===== config.mk =====
export PLATFORM = sky130hd
export DESIGN_NAME = reg_scoreboard
export DESIGN_NICKNAME = d
export VERILOG_FILES = /design/src/rtl/reg_scoreboard_pkg.sv /design/src/rtl/sb_popcount.sv /design/src/rtl/reg_scoreboard.sv
export SDC_FILE = /design/constraint.sdc
export NUM_CORES = 1
export LEC_CHECK = 0
export CAP_MARGIN = 25
export CORE_UTILIZATION = 30
export DETAILED_ROUTE_END_ITERATION = 8
export REMOVE_ABC_BUFFERS = 1
export SLEW_MARGIN = 20
export SYNTH_ARGS = -nofsm -noshare
export SYNTH_HDL_FRONTEND = slang
export SYNTH_SLANG_ARGS = --single-unit

===== constraint.sdc =====
create_clock -name clk -period 10.3 [get_ports clk]
set_clock_uncertainty 0.2 [all_clocks]
set_input_delay 1.03 -clock clk [delete_from_list [all_inputs] [get_ports clk]]
set_output_delay 1.03 -clock clk [all_outputs]
set_load 0.01 [all_outputs]

===== src/rtl/reg_scoreboard_pkg.sv =====
// reg_scoreboard_pkg: shared core defaults and latency class constants
package reg_scoreboard_pkg;
  localparam int DEF_NUM_REGS = 32;
  localparam int DEF_ADDR_W   = 5;
  localparam int DEF_MAX_LAT  = 4;
  localparam int DEF_LAT_W    = 3;
  localparam int DEF_PERF_W   = 16;
  localparam int LAT_ALU      = 3;
  localparam int LAT_LOAD     = 4;
endpackage


===== src/rtl/sb_popcount.sv =====
// sb_popcount: combinational population count of a bit vector
module sb_popcount #(
  parameter int N = 32,
  parameter int W = 6
) (
  input  logic [N-1:0] vec,
  output logic [W-1:0] count
);
  always_comb begin
    count = '0;
    for (int i = 0; i < N; i++) count = count + W'(vec[i]);
  end
endmodule


===== src/rtl/reg_scoreboard.sv =====
// reg_scoreboard: per-register write-back countdown scoreboard with RAW/WAW hazard
// detection, branch flush and a saturating stall counter
module reg_scoreboard
  import reg_scoreboard_pkg::*;
#(
  parameter int NUM_REGS = DEF_NUM_REGS,
  parameter int ADDR_W   = DEF_ADDR_W,
  parameter int MAX_LAT  = DEF_MAX_LAT,
  parameter int LAT_W    = DEF_LAT_W,
  parameter int PERF_W   = DEF_PERF_W
) (
  input  logic                clk,
  input  logic                rst_n,
  input  logic                issue_valid,
  input  logic [ADDR_W-1:0]   issue_rs,
  input  logic [ADDR_W-1:0]   issue_rt,
  input  logic                issue_uses_rt,
  input  logic                issue_we,
  input  logic [ADDR_W-1:0]   issue_rd,
  input  logic [LAT_W-1:0]    issue_lat,
  input  logic                flush,
  input  logic [LAT_W-1:0]    flush_keep,
  output logic                issue_ready,
  output logic [NUM_REGS-1:0] busy_vec,
  output logic [ADDR_W:0]     busy_count,
  output logic [PERF_W-1:0]   stall_cycles
);
  logic [LAT_W-1:0] cnt [NUM_REGS];
  logic [LAT_W-1:0] cnt_nxt [NUM_REGS];
  logic [LAT_W-1:0] lat_eff;
  logic             accept, load, stall;
  // register 0 is hardwired idle so it can never block issue
  always_comb begin
    busy_vec = '0;
    for (int r = 1; r < NUM_REGS; r++) busy_vec[r] = cnt[r] != '0;
  end
  assign issue_ready = ~(busy_vec[issue_rs] | (issue_uses_rt & busy_vec[issue_rt]) |
                         (issue_we & busy_vec[issue_rd]));
  assign accept  = issue_valid & issue_ready & ~flush;
  assign load    = accept & issue_we & (issue_rd != '0) & (issue_lat != '0);
  assign stall   = issue_valid & ~issue_ready & ~flush;
  assign lat_eff = (issue_lat > LAT_W'(MAX_LAT)) ? LAT_W'(MAX_LAT) : issue_lat;
  always_comb
    for (int r = 0; r < NUM_REGS; r++)
      cnt_nxt[r] = (r == 0 || (flush && cnt[r] > flush_keep)) ? '0 :
                   (load && issue_rd == ADDR_W'(r)) ? lat_eff :
                   (cnt[r] != '0) ? cnt[r] - LAT_W'(1) : '0;
  always_ff @(posedge clk or negedge rst_n)
    if (!rst_n) for (int r = 0; r < NUM_REGS; r++) cnt[r] <= '0;
    else for (int r = 0; r < NUM_REGS; r++) cnt[r] <= cnt_nxt[r];
  always_ff @(posedge clk or negedge rst_n)
    if (!rst_n) stall_cycles <= '0;
    else if (stall && stall_cycles != '1) stall_cycles <= stall_cycles + PERF_W'(1);
  sb_popcount #(.N(NUM_REGS), .W(ADDR_W + 1)) u_popcount (
    .vec  (busy_vec),
    .count(busy_count)
  );
endmodule


Routing congestion map:
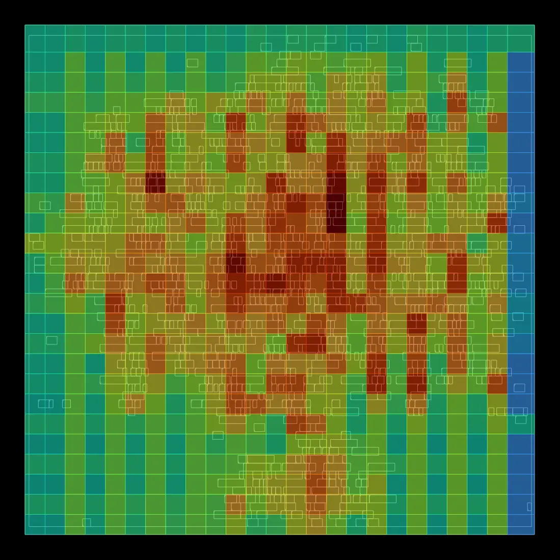
routed length per placed instance: 18.25 um
grt met2 use: 0.2999
met3 Use GR: 0.04395
most used routing layer: met2
final core utilization: 0.3613

Wiring by layer:
Scale: 2 px per um. Only two layers are drawn.
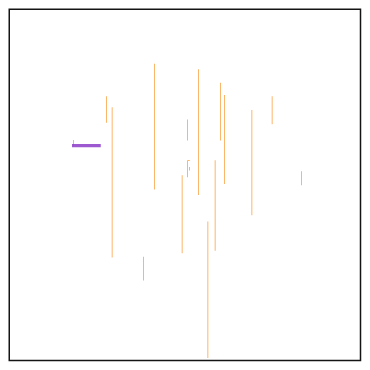
legend:
  met5:
    colour: purple
    wire_length: 12.9 um
  met4:
    colour: orange
    wire_length: 545 um
GR Util All Layers: 0.1882
WL final: 28,250 um

==> reports/metrics.yaml <==
lay_top_cells: "a21oi_1 (141), nand2_1 (129), inv_1 (114)"
largest-register: "cnt"
fin_crit_sh: 0.7330
dpl.cell_count: 1533
p_seq_frac: 0.367
startpoint: "cnt[91]"
maxPowerGroup: "combinational logic"
worst_setup_path_end_kind: "output port"
met1_length_um: 12800
status: "finished clean"
top_layer: "met5"
slowest_stage: "fa_1"
synth_flops: 109
rows: 62
reg2reg_to: "cnt[59]"
top_cells_by_count: "a21oi_1 (141), nand2_1 (129), inv_1 (114)"
crit_chain: "nor3_1, inv_1, ha_1, inv_1, fa_1, inv_1, fa_1, fa_1, fa_1, fa_1, inv_1, fa_1, inv_1, ha_1, a21o_1, a21oi_1, nor2b_1, o21a_1, clkdlybuf4s50_1"
internal_power_mw: 0.8398
comb_share: 0.5391
pre_cts_slack_ns: 3.148
p_leak_nw: 4.669
cts_htree_levels: 3
drv_cap: 0
ctsResizeCount: 0
yosysUniqueCellTypes: 56
power.share.clock: 0.259
synth.area.top_cells: "dfrtp_1 (30%), ha_1 (14%), a21oi_1 (7.9%), nand2_1 (5.4%), fa_1 (5.1%)"
cp_max_fo: 5
drt-initial-drc-count: 886
n_clock_buffer: 10
required_ns: 9.07
drive_above_1_share: 0.04296
max-vdd-ir-drop_v: 0.00006798
syn_area_mm2: 0.008970
syn_to_final_growth_pct: 17.18
seq_area_frac: 0.2595
slew_viol_final: 0
boundaryPins: 82
postSynthSeqShare: 0.3041
lay_top_count: "a21oi_1"
r2r_slack_ns: 5.67
simple_gate_area_frac: 0.2208
clock_latency_ns: 0.37
vias: 8311
grt_pass1_vias: 7928
finalNonFillerCells: 1548
logic_area_mm2: 0.005667
hp-start: "stall_cycles[9]"
power.total_mw: 1.315
p_sw_mw: 0.4755
grt_overflow: 0
arrival_ns: 6.32
cpPeakStageDelay_ns: 0.59
synth-xor-area-share: 0.01562
fp_util: 0.3083
grt_antenna_before_repair: 1
combinationalPowerShare: 0.373
power.density_mw_per_mm2: 125.1
ys_async_sr_fraction: 1.000
postLayoutCellArea_mm2: 0.01051
synth.logic.top_family: "simple AND/OR/NAND/NOR gates"
n_all_buffers: 97
min_to: "stall_cycles[9]"
seq_area_mm2: 0.002728
grtUsageMet1: 0.2532
setup.worst_path.class: "flop to output port"
largestClassByArea: "multi-input combinational cells"
design.seq.count: 109
syn_avg_cell_area_um2: 8.252
timing.hold.ws_ns: 0.2940
hold_path.class: "flop to flop"
fin_nets: 1313
clk_share: 0.02631
grt_pass1_wl_um: 44360
holdBufCountCts: 0
Metal 1:
Scale: 2 px per um. Supply wires on this layer in grey.
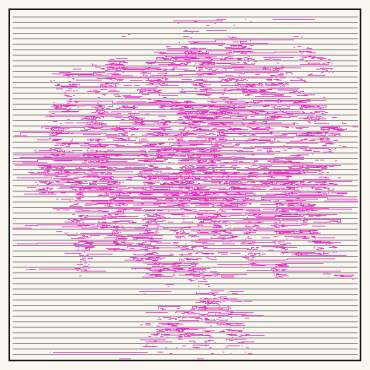
nets with wire on the layer: 1,209
longest straight run: 68.1 um
share of all routed wire: 45%
main direction: horizontal
wire length on this layer: 12,800 um

A small window of the routed layout:
Region (72, 107) to (102, 137) um. Cells in grey, sequential cells in the stronger grey; small squares are vias.
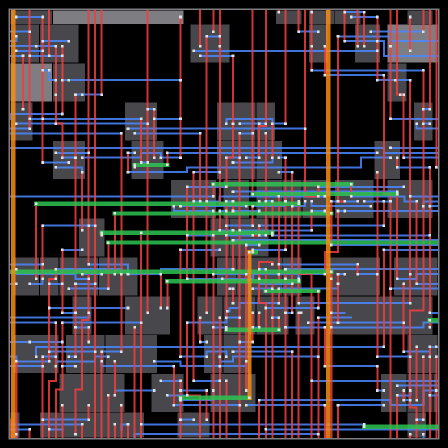
legend:
  met4:
    colour: orange
  met2:
    colour: red
  met1:
    colour: blue
  met3:
    colour: green
sequential cells in the window: 0
cells with their middle in the window: 57
most frequent: nand2_1 (6), a21oi_1 (5), a211oi_1 (5)

